### src/rtl/dmux4way_sched_pkg.sv
// Shared types and constants for the dmux4way scheduler slice.
package dmux4way_sched_pkg;

  // Controller states: IDLE accepts a word, SEND offers it downstream.
  typedef enum logic {
    ST_IDLE = 1'b0,
    ST_SEND = 1'b1
  } state_t;

  // Output index constants, one per downstream consumer.
  localparam logic [1:0] SEL_O0 = 2'd0;
  localparam logic [1:0] SEL_O1 = 2'd1;
  localparam logic [1:0] SEL_O2 = 2'd2;
  localparam logic [1:0] SEL_O3 = 2'd3;

  // Width of the stall counter; covers TIMEOUT values 1..15.
  localparam int unsigned WAIT_W = 4;

  // Next consumer in round-robin order; 3 wraps back to 0.
  function automatic logic [1:0] next_index(input logic [1:0] idx);
    return idx + 2'd1;
  endfunction

endpackage

### src/rtl/dmux4way_sched_dmux4way.sv
// 1-to-4 demultiplexer: routes entrada to the output chosen by sel,
// all other outputs are driven to zero.
module dmux4way
  import dmux4way_sched_pkg::*;
#(
  parameter int unsigned W = 4
) (
  input  logic [W-1:0] entrada,
  input  logic [1:0]   sel,
  output logic [W-1:0] o0,
  output logic [W-1:0] o1,
  output logic [W-1:0] o2,
  output logic [W-1:0] o3
);

  // Steer the input word onto exactly one output.
  always_comb begin
    o0 = '0;
    o1 = '0;
    o2 = '0;
    o3 = '0;
    case (sel)
      SEL_O0:  o0 = entrada;
      SEL_O1:  o1 = entrada;
      SEL_O2:  o2 = entrada;
      SEL_O3:  o3 = entrada;
      default: o0 = '0;
    endcase
  end

endmodule

### src/rtl/dmux4way_sched.sv
// Scheduler in front of a dmux4way fan-out: takes one word at a time from
// a valid/ready producer, holds it, and offers it to one of four consumers.
// Round-robin words skip a consumer that stalls for TIMEOUT SEND cycles;
// addressed words wait on their consumer indefinitely.
module dmux4way_sched
  import dmux4way_sched_pkg::*;
#(
  parameter int unsigned WIDTH   = 4,
  parameter int unsigned TIMEOUT = 8
) (
  input  logic             clk,
  input  logic             rst_n,
  input  logic             in_valid,
  output logic             in_ready,
  input  logic [WIDTH-1:0] in_data,
  input  logic [1:0]       in_dest,
  input  logic             modo,
  output logic [3:0]       out_valid,
  input  logic [3:0]       out_ready,
  output logic [WIDTH-1:0] out_data,
  output logic [1:0]       sel,
  output logic             reroute
);

  // Stall count at which the current consumer is abandoned.
  localparam logic [WAIT_W-1:0] WAIT_LAST = WAIT_W'(TIMEOUT - 1);

  state_t             state_r;
  logic [1:0]         target_r;
  logic [1:0]         rr_ptr_r;
  logic [WAIT_W-1:0]  wait_cnt_r;
  logic [WIDTH-1:0]   data_r;
  logic               mode_r;
  logic               reroute_r;

  logic               send_s;
  logic [3:0]         entrada_s;
  logic [3:0]         o0_s;
  logic [3:0]         o1_s;
  logic [3:0]         o2_s;
  logic [3:0]         o3_s;

  // Controller FSM: accept, hold, deliver, and round-robin timeout skip.
  always_ff @(posedge clk or negedge rst_n) begin
    if (!rst_n) begin
      state_r    <= ST_IDLE;
      target_r   <= SEL_O0;
      rr_ptr_r   <= SEL_O0;
      wait_cnt_r <= '0;
      data_r     <= '0;
      mode_r     <= 1'b0;
      reroute_r  <= 1'b0;
    end else begin
      reroute_r <= 1'b0;
      case (state_r)
        ST_IDLE: begin
          if (in_valid) begin
            data_r     <= in_data;
            mode_r     <= modo;
            target_r   <= modo ? in_dest : rr_ptr_r;
            wait_cnt_r <= '0;
            state_r    <= ST_SEND;
          end
        end
        ST_SEND: begin
          if (out_ready[target_r]) begin
            // Delivery wins over a coincident timeout.
            state_r    <= ST_IDLE;
            wait_cnt_r <= '0;
            if (!mode_r) begin
              rr_ptr_r <= next_index(target_r);
            end
          end else if (!mode_r) begin
            if (wait_cnt_r == WAIT_LAST) begin
              target_r   <= next_index(target_r);
              wait_cnt_r <= '0;
              reroute_r  <= 1'b1;
            end else begin
              wait_cnt_r <= wait_cnt_r + WAIT_W'(1);
            end
          end
        end
        default: begin
          state_r <= ST_IDLE;
        end
      endcase
    end
  end

  // Decoded controls into the fan-out; only bit 0 of entrada carries valid.
  always_comb begin
    send_s    = (state_r == ST_SEND);
    entrada_s = {3'b000, send_s};
  end

  dmux4way #(
    .W (4)
  ) u_dmux (
    .entrada (entrada_s),
    .sel     (target_r),
    .o0      (o0_s),
    .o1      (o1_s),
    .o2      (o2_s),
    .o3      (o3_s)
  );

  // Upper dmux bits are always zero, so OR-reducing equals bit 0.
  always_comb begin
    out_valid = {|o3_s, |o2_s, |o1_s, |o0_s};
  end

  // Remaining outputs come straight from registered state.
  always_comb begin
    in_ready = (state_r == ST_IDLE);
    out_data = data_r;
    sel      = target_r;
    reroute  = reroute_r;
  end

endmodule

### config.mk
export PLATFORM = sky130hd
export DESIGN_NAME = dmux4way_sched
export DESIGN_NICKNAME = d
export VERILOG_FILES = /design/src/rtl/dmux4way_sched_pkg.sv /design/src/rtl/dmux4way_sched_dmux4way.sv /design/src/rtl/dmux4way_sched.sv
export SDC_FILE = /design/constraint.sdc
export NUM_CORES = 1
export LEC_CHECK = 0
export CAP_MARGIN = 0
export CORE_UTILIZATION = 36
export CTS_BUF_LIST = sky130_fd_sc_hd__clkbuf_4 sky130_fd_sc_hd__clkbuf_8
export CTS_CLUSTER_DIAMETER = 150
export DETAILED_ROUTE_END_ITERATION = 7
export PLACE_DENSITY_LB_ADDON = 0.12
export SETUP_SLACK_MARGIN = 0.5
export SLEW_MARGIN = 30
export SYNTH_ARGS = -nofsm -noshare
export SYNTH_HDL_FRONTEND = slang
export SYNTH_SLANG_ARGS = --single-unit
### constraint.sdc
create_clock -name clk -period 1.8 [get_ports clk]
set_input_delay 0.54 -clock clk [delete_from_list [all_inputs] [get_ports clk]]
set_output_delay 0.54 -clock clk [all_outputs]
set_load 0.01 [all_outputs]
==> flow_summary.json <==
{
  "buffers": 53,
  "grtUsageMet3": 0.0303,
  "netlist_area_um2": 840,
  "p_per_area_nw_per_um2": 1560,
  "yosysWarningCount": 0,
  "cts_setup_buffers": 11,
  "aoi_share": 0.0894,
  "violations": "setup timing",
  "inv_count": 3,
  "drv_slew": 0,
  "hold_end": "out_data[1]",
  "status": "finished with violations",
  "final_nets": 160,
  "num-fill-cells": 168,
  "dr.pass1.iters": 4,
  "warning_count": 32,
  "end_kind": "register",
  "endpoint": "rr_ptr_r[1]",
  "wl_um": 2330,
  "nClkBuffers": 3,
  "seq_cells": 15,
  "finalClockPeriodUsage": 1.04,
  "seq_area_frac": 0.253,
  "holdCritPathClass": "reg -> reg",
  "intPower_mw": 1.46,
  "buffer_area_frac": 0.325,
  "rsz0062_at_grt": "true",
  "tightestPinTransition_ns": 0.401,
  "grt_pass1_vias": 834,
  "syn_inst": 84,
  "clock-sinks": 15,
  "setup_violations": 7,
  "busiest_layer": "met2",
  "pwr-share-seq": 0.243,
  "cts_hold_buf": 0,
  "yosysTopAreaCell": "dfrtp_1",
  "setup_ws_ns": -0.0704,
  "tap-cell-count": 28,
  "p_leak_nw": 0.705,
  "crit_buf_inv": 3,
  "max_freq_ghz": 0.535,
  "crit_slowest_cell": "mux4_2",
  "ios": 26
}
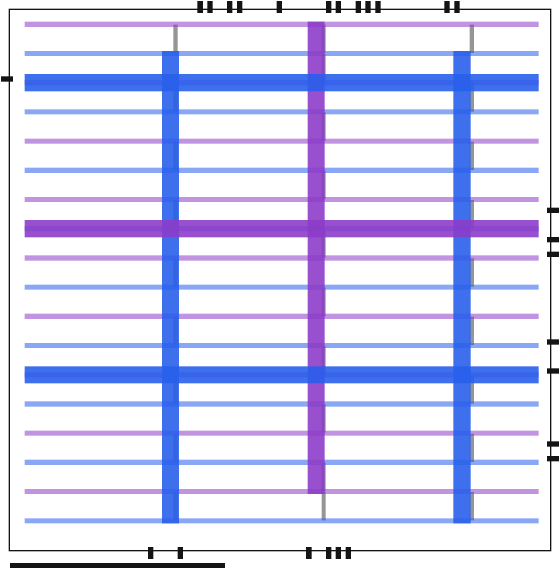
Figure 1: power grid.
Scale bar: 20 um. Pins as bars on the die edge. Tap cells in gray.
legend:
  VDD:
    color: purple
  VSS:
    color: blue
signal pins: 26
met1 rails: 18
rows: 17
VDD IR max: 1240 uV
Core Region: 2210 um2
die width: 50.3 um

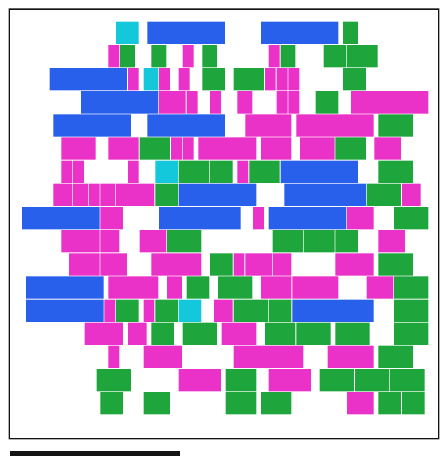
Figure 2: cell classes on the final placement.
Scale bar: 20 um.
legend:
  other buffers and delay cells:
    color: green
    cells: 53
    share_of_their_area: 33%
  all other logic:
    color: magenta
    cells: 68
    share_of_their_area: 39%
  clock drivers and dummy loads:
    color: cyan
    cells: 4
    share_of_their_area: 1.9%
  flip-flops:
    color: blue
    cells: 15
    share_of_their_area: 26%
post-layout util: 0.678
placement row count: 17

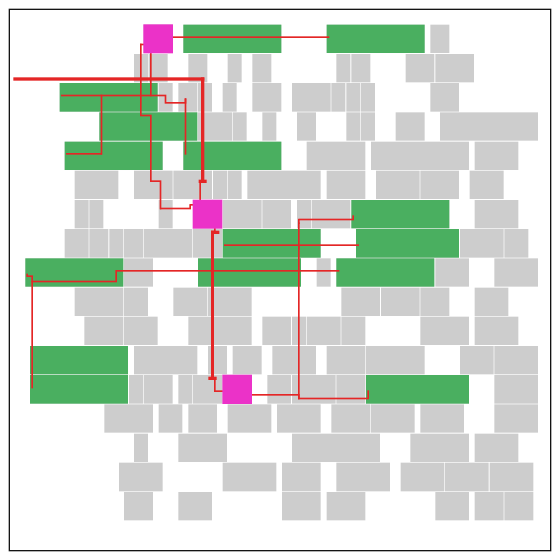
Figure 3: clock distribution.
legend:
  flip-flops:
    color: green
    count: 15
  cells driving clock nets:
    color: magenta
    count: 3
  clock wires:
    color: red
    length: 208 um
routed clock nets: 4
clk_lat worst skew: 0.30 ns
Clk power: 0.196 mW

No activity file was given, so power comes from the tool's default toggle rates.
